[src/rtl/usb_stream_in_ep.sv]
// usb_stream_in_ep: bulk IN endpoint packing a byte stream into USB IN packets.
// Full packets are committed at once; short packets and ZLPs are flushed after SOF timeouts.
module usb_stream_in_ep #(
    parameter int MAX_PKT    = 64,
    parameter int FIFO_DEPTH = 128,
    parameter int FLUSH_SOFS = 2
) (
    input  logic                          clk,
    input  logic                          reset,
    output logic                          in_ep_req,
    input  logic                          in_ep_grant,
    input  logic                          in_ep_data_free,
    output logic                          in_ep_data_put,
    output logic [7:0]                    in_ep_data,
    output logic                          in_ep_data_done,
    output logic                          in_ep_stall,
    input  logic                          in_ep_acked,
    input  logic                          sof_valid,
    input  logic [7:0]                    in_data,
    input  logic                          in_valid,
    output logic                          in_ready,
    output logic [$clog2(FIFO_DEPTH):0]   fifo_level
);
    localparam int AW = $clog2(FIFO_DEPTH);
    localparam int PW = $clog2(MAX_PKT + 1);
    localparam int TW = $clog2(FLUSH_SOFS + 1);
    localparam logic [AW:0]   LVL_MAX  = (AW + 1)'(MAX_PKT);
    localparam logic [AW:0]   LVL_FULL = (AW + 1)'(FIFO_DEPTH);
    localparam logic [PW-1:0] LEN_MAX  = PW'(MAX_PKT);
    localparam logic [TW-1:0] T_FLUSH  = TW'(FLUSH_SOFS);

    typedef enum logic [1:0] {IDLE, REQ, FILL, WAIT_ACK} state_t;

    state_t        state, state_nxt;
    logic [7:0]    mem [FIFO_DEPTH];
    logic [AW-1:0] wr_ptr, rd_ptr;
    logic [PW-1:0] len, remaining, len_nxt;
    logic [TW-1:0] timer;
    logic          zlp_pending, flush, push, commit, ack;

    assign in_ready = fifo_level != LVL_FULL;
    assign push     = in_valid && in_ready;
    assign flush    = timer == T_FLUSH;
    assign ack      = state == WAIT_ACK && in_ep_acked;
    assign commit   = state == IDLE && (fifo_level >= LVL_MAX || (flush && (fifo_level != '0 || zlp_pending)));
    // Below MAX_PKT the level always fits the length field; a ZLP commits with level 0.
    assign len_nxt  = fifo_level >= LVL_MAX ? LEN_MAX : PW'(fifo_level);

    always_ff @(posedge clk) begin
        if (reset)
            state <= IDLE;
        else
            state <= state_nxt;
    end

    always_comb begin
        state_nxt = state;
        unique case (state)
            IDLE:     state_nxt = commit ? REQ : IDLE;
            REQ:      state_nxt = in_ep_grant ? FILL : REQ;
            FILL:     state_nxt = remaining == '0 ? WAIT_ACK : FILL;
            WAIT_ACK: state_nxt = in_ep_acked ? IDLE : WAIT_ACK;
            default:  state_nxt = IDLE;
        endcase
    end

    always_comb begin
        in_ep_req       = state != IDLE;
        in_ep_data_put  = state == FILL && in_ep_grant && in_ep_data_free && remaining != '0;
        in_ep_data_done = state == FILL && remaining == '0;
        in_ep_data      = in_ep_data_put ? mem[rd_ptr] : 8'h00;
        in_ep_stall     = 1'b0;
    end

    always_ff @(posedge clk) begin
        if (push)
            mem[wr_ptr] <= in_data;
    end

    always_ff @(posedge clk) begin
        if (reset) begin
            wr_ptr      <= '0;
            rd_ptr      <= '0;
            fifo_level  <= '0;
            timer       <= '0;
            zlp_pending <= 1'b0;
            len         <= '0;
            remaining   <= '0;
        end else begin
            if (push)
                wr_ptr <= wr_ptr + 1'b1;
            if (in_ep_data_put)
                rd_ptr <= rd_ptr + 1'b1;
            fifo_level  <= fifo_level + {{AW{1'b0}}, push} - {{AW{1'b0}}, in_ep_data_put};
            timer       <= (push || commit || ack) ? '0 : (sof_valid && !flush) ? timer + 1'b1 : timer;
            zlp_pending <= commit ? 1'b0 : (ack && len == LEN_MAX) ? 1'b1 : zlp_pending;
            if (commit) begin
                len       <= len_nxt;
                remaining <= len_nxt;
            end else if (in_ep_data_put) begin
                remaining <= remaining - 1'b1;
            end
        end
    end
endmodule

[config.mk]
export PLATFORM = sky130hd
export DESIGN_NAME = usb_stream_in_ep
export DESIGN_NICKNAME = d
export VERILOG_FILES = /design/src/rtl/usb_stream_in_ep.sv
export SDC_FILE = /design/constraint.sdc
export NUM_CORES = 1
export LEC_CHECK = 0
export CORE_MARGIN = 2
export CORE_UTILIZATION = 45
export CTS_BUF_LIST = sky130_fd_sc_hd__clkbuf_8
export DETAILED_ROUTE_END_ITERATION = 12
export PLACE_DENSITY = 0.68
export SLEW_MARGIN = 20
export SYNTH_ARGS = -nofsm -noshare
export SYNTH_HDL_FRONTEND = slang
export SYNTH_SLANG_ARGS = --single-unit
[constraint.sdc]
create_clock -name clk -period 7.63 [get_ports clk]
set_input_delay 1.1445 -clock clk [delete_from_list [all_inputs] [get_ports clk]]
set_output_delay 1.1445 -clock clk [all_outputs]
set_load 0.05 [all_outputs]
M2 wires:
(1 px per um) Cells faint in the background.
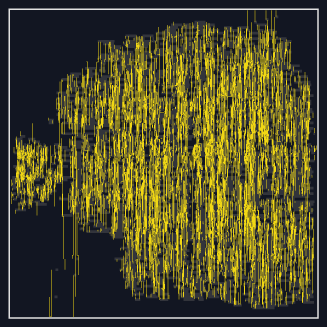
share of all routed wire	50%
nets with wire on the layer	1992
wire length on this layer	46.9 mm
main direction	vertical
longest straight run	101 um
grt met2 use: 0.329
Via Count: 20500
detailed-route wire length: 93100 um

Where the registers sit:
(1.5 px per um) Other sequential cells in the stronger grey, the rest of the logic in the fainter grey.
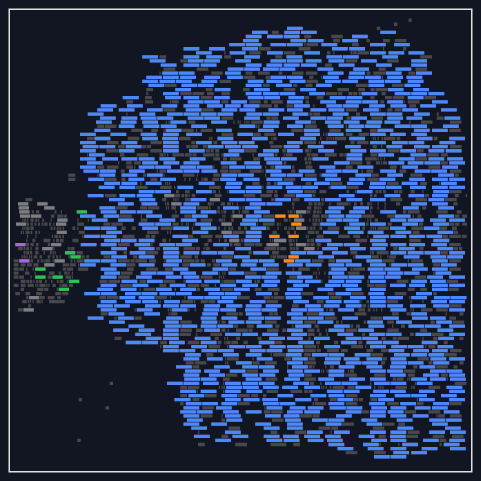
colour	name in the netlist	sequential cells
purple	`state`	2
blue	`mem`	1024
green	`fifo_level`	8
orange	`rd_ptr`	7
not coloured	31

Congestion heat map:
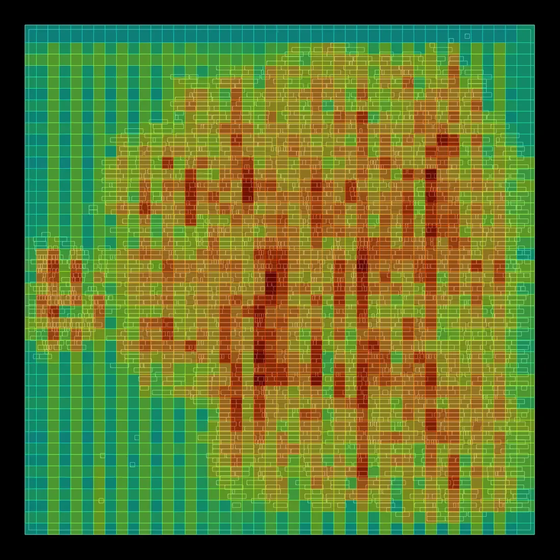
Layout Utilization: 0.504
GRT met1 Usage: 0.266
GRT busiest layer: met2

==> deck_impl_summary.md <==
Synthesis and Place & Route Summary

Clock tree
  – H-Tree Depth: 4
  – Late-Pin Clk Latency: 850 ps
  – CTS buffer count: 167

Setup path
  – CP max stage delay: a little over 900 ps
  – Crit path DAT: 4980 ps
  – Worst setup SP type: register
  – Kind of critical path: reg2out
  – CP max-delay cell: dfxtp_4

Final timing
  – Upper clock frequency limit: approximately 160 MHz
  – Post-layout min period: 6120 ps
  – Slew Viols, Final: 0
  – Final Skew: 34.5 ps
  – Worst slew pin tran: 1080 ps

Cells and area
  – FF/Latch Area: 31700 um2
  – Combinational Area: ~9100 um2
  – Fillers: 7197

Die
  – FP Util: 0.453
  – Die X-Extent: around 310 um
  – Core area: 91400 um2

GRT
  – Global-route wire length before repair: 137000 um
  – Largest net degree at the start of global routing: approximately 89
  – Gr usage total: 0.200

Place
  – Count of input and output buffers: 34
  – GP Congestion: 0.829

Routing
  – Detail-routed via count per cell: 5.98
  – Routed length per instance: between 20 and 30 um

Power and ir drop
  – Lkg Pwr: 14.1 nW

Synthesis
  – Mapped Cells: about 2000
  – Avg Inst Size Synth: 20.8 um2
  – YS warnings: 0
  – Synth top cell by count: edfxtp_1
  – Top cells by count, synth: 1024 x edfxtp_1, 256 x mux4_2, 175 x nor2_1
  – Post-synthesis cell area: 41400 um2

Hold path
  – Hold Crit Class: reg2reg

Outcome
  – Status: completed

Flow run
  – Max Cap Violations: 0
A small window of the routed layout:
Window x 134 to 174, y 195 to 235 um. Cells in grey, sequential cells in the stronger grey; small squares are vias.
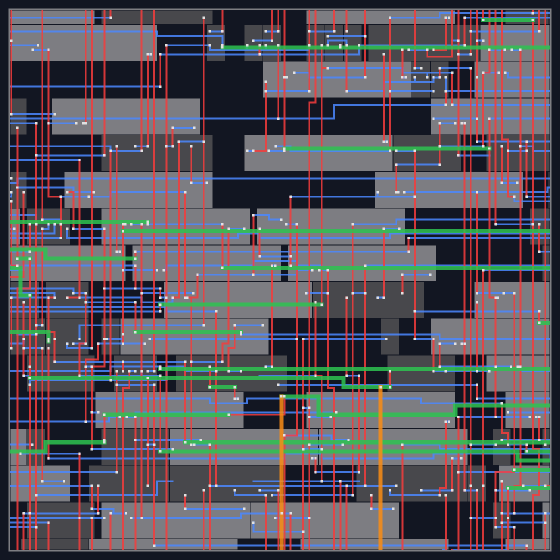
colour	layer
red	metal 2
orange	metal 4
blue	metal 1
green	metal 3
most frequent	edfxtp_1 (23), nor2_1 (12), mux4_2 (7)
sequential cells in the window	23
netlist names of flops here include	`mem` (23)
cells with their middle in the window	56

Gate-type map:
(1.5 px per um)
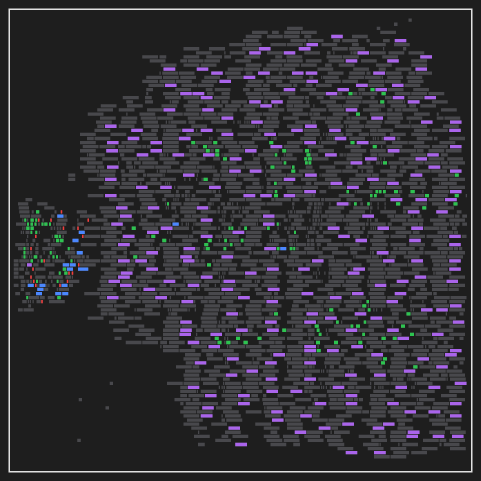
colour	family	cells	most used
blue	adder and majority cells	17	ha_1
green	inverting AOI/OAI gates	138	a221oi_1
red	inverters	20	inv_1
purple	multiplexers	257	mux4_2
multi-input combinational area share: 0.197
fin cells: 3431
most numerous logic cell after layout: edfxtp_1

[state kept, by name, summed over array words and instances, names as in the netlist, named ones only]
name,cells
mem,1024
rd_ptr,7
fifo_level,8
zlp_pending,1
len,7
wr_ptr,7
state,2
remaining,7
timer,2
[worst paths after layout]
kind,start,end,cells past startpoint
max reg2reg,fifo_level[2],mem[64][5],10
min,len[2],len[2],2
max,register,in_ep_data[0],9
min reg2reg,len[2],len[2],2
[where the power goes]
part	internal, mW	leakage [nW]	total, mW	switching [mW]
Sequential	6.51	9.60	6.57	0.0602
Clock	2.18	1.72	4.39	2.21
Combinational	0.325	2.83	0.887	0.562
Total	9.01	14.1	11.8	2.83
[layout by cell type, fill, tap and decap left out, drive strengths merged, types with 5 or more instances in the layout]
cell           instances
a21oi                 23
a221oi                64
a22o                  64
and2                   5
buf                   46
clkbuf               172
clkdlybuf4s50         26
clkinv                59
dfxtp                 48
edfxtp              1024
ha                    16
inv                   78
mux4                 256
nand2                 35
nand3                 17
nand4                 10
nor2                 175
nor2b                 13
nor4                   9
o21ai                  5
o22ai                 32
xnor2                  8
xor2                   8
[worst max-delay path: cells and delay by family (launching register included)]
family / cells / cell delay, ps
AND/OR/NAND/NOR: 2 / 440
multiplexers: 1 / 400
buffers and inverters: 3 / 1410
AND-OR/OR-AND: 3 / 950
flip-flops: 1 / 910
[stage by stage]
step	hold slack [ps]	total power [mW]
final	468	11.8
after global routing	496	12.3
after CTS	465	11.9
after detailed placement	455	7.57
after global placement	442	7.53
after floorplan	436	7.25
[cell type report]
cell class / count / share of cell area
diodes: 1 / 0.0000544
clock buffers: 172 / 0.0514
clock inverters: 123 / 0.0142
inverters: 20 / 0.00163
multi-input cells: 785 / 0.197
flip-flops and latches: 1072 / 0.689
well taps: 1186 / 0.0322
repair buffers: 72 / 0.0145
[cell families (layout without fill, tap and decap cells)]
kind of cell             Yosys count  count (layout)  share of synthesized area
AND-OR/OR-AND                    208             208                     0.0391
XOR/XNOR                          16              16                    0.00338
adder cells (fa/ha/maj)           17              17                    0.00532
buffers and inverters            136             387                     0.0165
flip-flops                      1072            1072                      0.766
multiplexers                     257             257                      0.139
other                              1               2                  0.0000906
AND/OR/NAND/NOR                  286             286                     0.0303
[layer usage]
| layer | share of wire | wire (um) | up-vias | global-route usage |
|---|---|---|---|---|
| met1 | 0.40 | 37000 | 10900 | 0.266 |
| met3 | 0.072 | 6730 | 173 | 0.0396 |
| met4 | 0.027 | 2530 | 0 | 0.0698 |
| met2 | 0.50 | 46900 | 870 | 0.329 |
| li1 | - | - | 8603 | - |
| met5 | 0 | 0 | - | 0 |
Power and IR drop assume default switching activity.
